### Close-up of the layout

Window x 63 to 93, y 63 to 93 µm. Cells in grey, sequential cells in the stronger grey; small squares are vias.
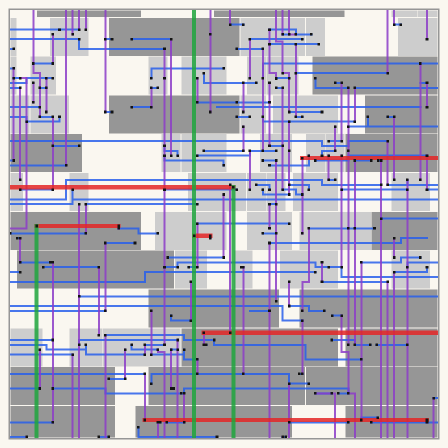
### Routed metal, one colour a layer

Scale: 2 px per µm. Two of the layers only.
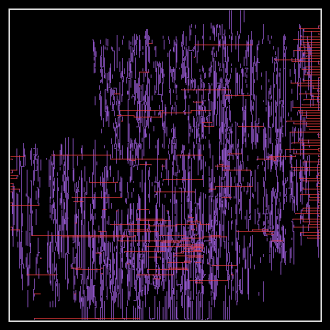
### Placed standard cells

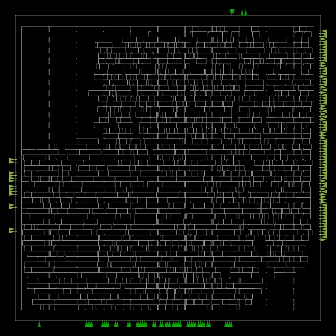
### Logic cells by family

Scale: 2 px per µm.
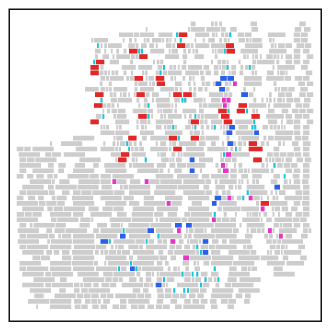
### Wiring heat map

Scale: 2 px per µm. The die is cut into 31 by 31 equal tiles; dark purple is low, yellow is high, scaled to the fullest tile. Values are wire area over tile area, all layers added.
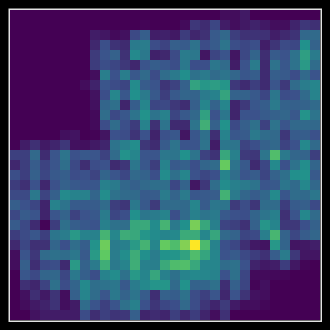
==> config.mk <==
export PLATFORM = sky130hd
export DESIGN_NAME = screenchar_sweep_writer
export DESIGN_NICKNAME = d
export VERILOG_FILES = /design/src/rtl/screenchar_pkg.sv /design/src/rtl/bin_to_bcd_seq.sv /design/src/rtl/screenchar_sweep_writer.sv
export SDC_FILE = /design/constraint.sdc
export NUM_CORES = 1
export LEC_CHECK = 0
export CAP_MARGIN = 20
export CELL_PAD_IN_SITES_DETAIL_PLACEMENT = 0
export CELL_PAD_IN_SITES_GLOBAL_PLACEMENT = 1
export CORE_MARGIN = 3
export CORE_UTILIZATION = 49
export CTS_BUF_LIST = sky130_fd_sc_hd__clkbuf_8
export DETAILED_ROUTE_END_ITERATION = 8
export PLACE_DENSITY = 0.95
export SETUP_SLACK_MARGIN = 0.5
export SYNTH_ARGS = -nofsm -noshare
export SYNTH_HDL_FRONTEND = slang
export SYNTH_SLANG_ARGS = --single-unit
==> constraint.sdc <==
create_clock -name clock -period 7.5 [get_ports clock]
set_input_delay 1.5 -clock clock [delete_from_list [all_inputs] [get_ports clock]]
set_output_delay 1.5 -clock clock [all_outputs]
set_load 0.05 [all_outputs]
==> qor.csv <==
stage;metric;value;unit
outcome;outcome;finished, final reports clean;
critical_path;FF-to-FF setup slack;3.03;ns
floorplan;IO Pins;143;
floorplan;Site Rows;53;
pwr;Top power group;sequential cells;
clock_tree;clock sinks;216;
final_timing;Slew @ Worst Pin;0.9309;ns
final_timing;Final Hold Viols;0;
critical_path;cell depth of the worst setup path;8;
clock_tree;Root Buffer;clkbuf_8;
logic_synthesis;yosys simple share;11.52;%
cells_and_area;ANT cells;0;
critical_path;peak per-stage delay on the critical path;0.82;ns
final_timing;min cycle time layout;4.599;ns
pwr;Sw Share;36.74;%
cells_and_area;max reg flops;64;
logic_synthesis;Area contributors post-synth;edfxtp_1 35%, dfrtp_1 11%, dfxtp_1 7.3%;
global_routing;met3 Usage GRT;4.117;%
clock_tree;CTS Buf Count;37;
cells_and_area;layout cells sized above 1;11.86;%
route;Via density;5.529;
critical_path;Worst R2R Path Depth;8;
pwr;Seq power;0.00201;W
logic_synthesis;Post-synth EDFFs;128;
logic_synthesis;post-synth top area cell;edfxtp_1;
final_timing;cycle use final;61.32;%
floorplan;starting density of the core;50.93;%
clock_tree;CTS resizes;0;
cells_and_area;NumNets Final;1275;
cells_and_area;FF+latch area;5847;µm²
global_routing;met1 usage;28.57;%
pwr;Int Power;0.003271;W
critical_path;critical path type;in2reg;
critical_path;CP Launch Type;primary input;
job;tool warning count;44;
global_routing;antenna violations before repair;0;
critical_path;CP Capture Type;flip-flop;
pwr;combinational group power;0.00198;W
route;routed length on met3;1712;µm
pwr;Final Total Pwr;0.005171;W
logic_synthesis;Chip Area, Yosys;10910;µm²
final_timing;fmax;217.4;MHz
pwr;Pwr Density;386.4;nW/µm²
cells_and_area;design area;13380;µm²
floorplan;die area;24090;µm²
critical_path;Crit path max-delay family;AND-OR/OR-AND gates;
clock_tree;CTS Hold Buffers Added;0;
final_timing;Max Clock Skew;0.02412;ns
cells_and_area;Logic area;4679;µm²
pwr;P_sw;0.001900;W
logic_synthesis;ys flops;216;
global_routing;vias in the first global route;7695;
logic_synthesis;Netlist cell types;63;
route;DR iter-0 viols;655;
route;post-route ant nets;0;
clock_tree;Reg clk slew, reported paths;0.07;ns
final_timing;RSZ-0062 raised after global routing;no;
route;met2 wire len;12240;µm
final_timing;final setup vio count;0;
floorplan;Core ar.;21420;µm²
job;max-cap viol count;0;
critical_path;CP required;7.79;ns
logic_synthesis;syn nets;1124;
place;Post-DP HPWL;18030;µm
global_routing;GRT overflow;0;
cells_and_area;buffer share of cell area;11.03;%
min_path;Hold Path Class;reg2reg;
route;Post-Route M1 WL;11630;µm
place;Port Buffers;142;
global_routing;largest net degree at the start of global routing;59;
logic_synthesis;most common cell in the synthesized netlist;edfxtp_1;
critical_path;CP bufs+invs;2;
global_routing;first-pass GRT wire length;40330;µm
logic_synthesis;comb area leader;simple AND/OR/NAND/NOR gates;
clock_tree;# H-tree levels;2;
cells_and_area;area grow syn2layout;22.67;%
critical_path;Cell Chain, Critical Path;clkdlybuf4s50_1, xnor2_1, nand3_1, a2111oi_0, o2bb2ai_1, o31a_2, buf_4, mux2_2;
logic_synthesis;Async SR Flop Fraction;22.22;%
clock_tree;CTS max path bufs;3;
final_timing;tightest hold margin;0.4375;ns
global_routing;busiest grt layer;met2;
cells_and_area;Inverters;58;
place;Cells after DPL;1354;
logic_synthesis;ys cells;967;
pwr;worst vdd ir;0.1934;mV
cells_and_area;dominant logic cell types in the final layout;141 x clkdlybuf4s50_1, 128 x edfxtp_1, 79 x nor2_1;
logic_synthesis;Mapped Cells;967;
logic_synthesis;area share of the largest cell type after synthesis;35.24;%
clock_tree;Clock Latency Late Sink;0.54;ns
logic_synthesis;mapped cell area;10910;µm²
final_timing;Slew HR;37.37;%
cells_and_area;Largest area class, layout;registers;
logic_synthesis;Multiplexer share;10.53;%
cells_and_area;filler cell count;1697;
logic_synthesis;XOR/XNOR Area Share;5.942;%
logic_synthesis;post-synthesis sequential area ratio;53.59;%
logic_synthesis;Yosys warning count;0;
cells_and_area;Non-clock buffers;150;
logic_synthesis;Commonest flop;edfxtp_1;
pwr;LEAKAGE;5.328;nW
cells_and_area;fraction of area in clock buffers and inverters;6.097;%
cells_and_area;multi-input gate count;655;
pwr;Clk. pwr;0.00118;W
route;top sig layer;met4;
final_timing;setup TNS;0;ns
min_path;Hold Crit Depth;0;
floorplan;Die Ht;155.2;µm
final_timing;Setup WS post-layout;2.901;ns
final_timing;Final Slew Violations;0;
route;drt first pass iters;7;
clock_tree;CTS tree;built;
floorplan;Die X;155.2;µm
pwr;clock group share of total power;22.8;%
logic_synthesis;fa+ha+maj area frac;4.198;%
logic_synthesis;synthesized area per cell;11.28;µm²
critical_path;slowest CP cell;a2111oi_0;
clock_tree;post-CTS setup buffers;0;
logic_synthesis;Complex Gates by Area;10.61;%
place;RePlAce Congestion;0.8909;
route;DRC violations left;0;
global_routing;GR met2 Demand/Resource;34.83;%
critical_path;Critical Path Fanout Max;58;
place;Post-DP Area;12560;µm²
place;worst slack, placed;2.453;ns
pwr;Reg power frac;38.8;%
logic_synthesis;top cells by count;128 x edfxtp_1, 79 x nor2_1, 71 x nand2_1, 61 x o21ai_0, 56 x inv_1;
critical_path;Worst EP arrival;4.89;ns
pwr;combinational fraction of design power;38.4;%
cells_and_area;# clk buffers;37;
## Picture notes: 'Close-up of the layout'
| colour | layer |
|---|---|
| blue | metal 1 |
| green | metal 4 |
| red | metal 3 |
| purple | metal 2 |
sequential cells in the window: 18
cells with their middle in the window: 52
most frequent: edfxtp_1 (12), dfrtp_1 (5)

## Picture notes: 'Routed metal, one colour a layer'
| colour | layer | wire length |
|---|---|---|
| purple | metal 2 | 12200 µm |
| red | metal 3 | 1710 µm |
per-cell routed wire length: 18.30 µm
Vias: 7862
Tot GR Track Use: 21.05%

## Picture notes: 'Placed standard cells'
non-filler instance count after layout: 1422
final design utilization: 62.47%
# Taps: 275
Flops: 216
register share of the cell area: 43.70%

## Picture notes: 'Logic cells by family'
| colour | family | cells | most used |
|---|---|---|---|
| blue | AND-OR and OR-AND gates | 23 | a22o_1 |
| magenta | AND and OR gates | 19 | and3_1 |
| red | adder and majority cells | 36 | ha_1 |
| cyan | inverters | 58 | inv_1 |
Commonest Layout Cell: clkdlybuf4s50_1
fraction of area in multi-input gates: 34.97%

## Picture notes: 'Wiring heat map'
nearly empty tiles: 18%
densest ninth of the die: bottom middle
tiles over half the peak: 6.7%
emptiest ninth of the die: top left
drt total wl: 26020 µm

Power and IR drop assume default switching activity.
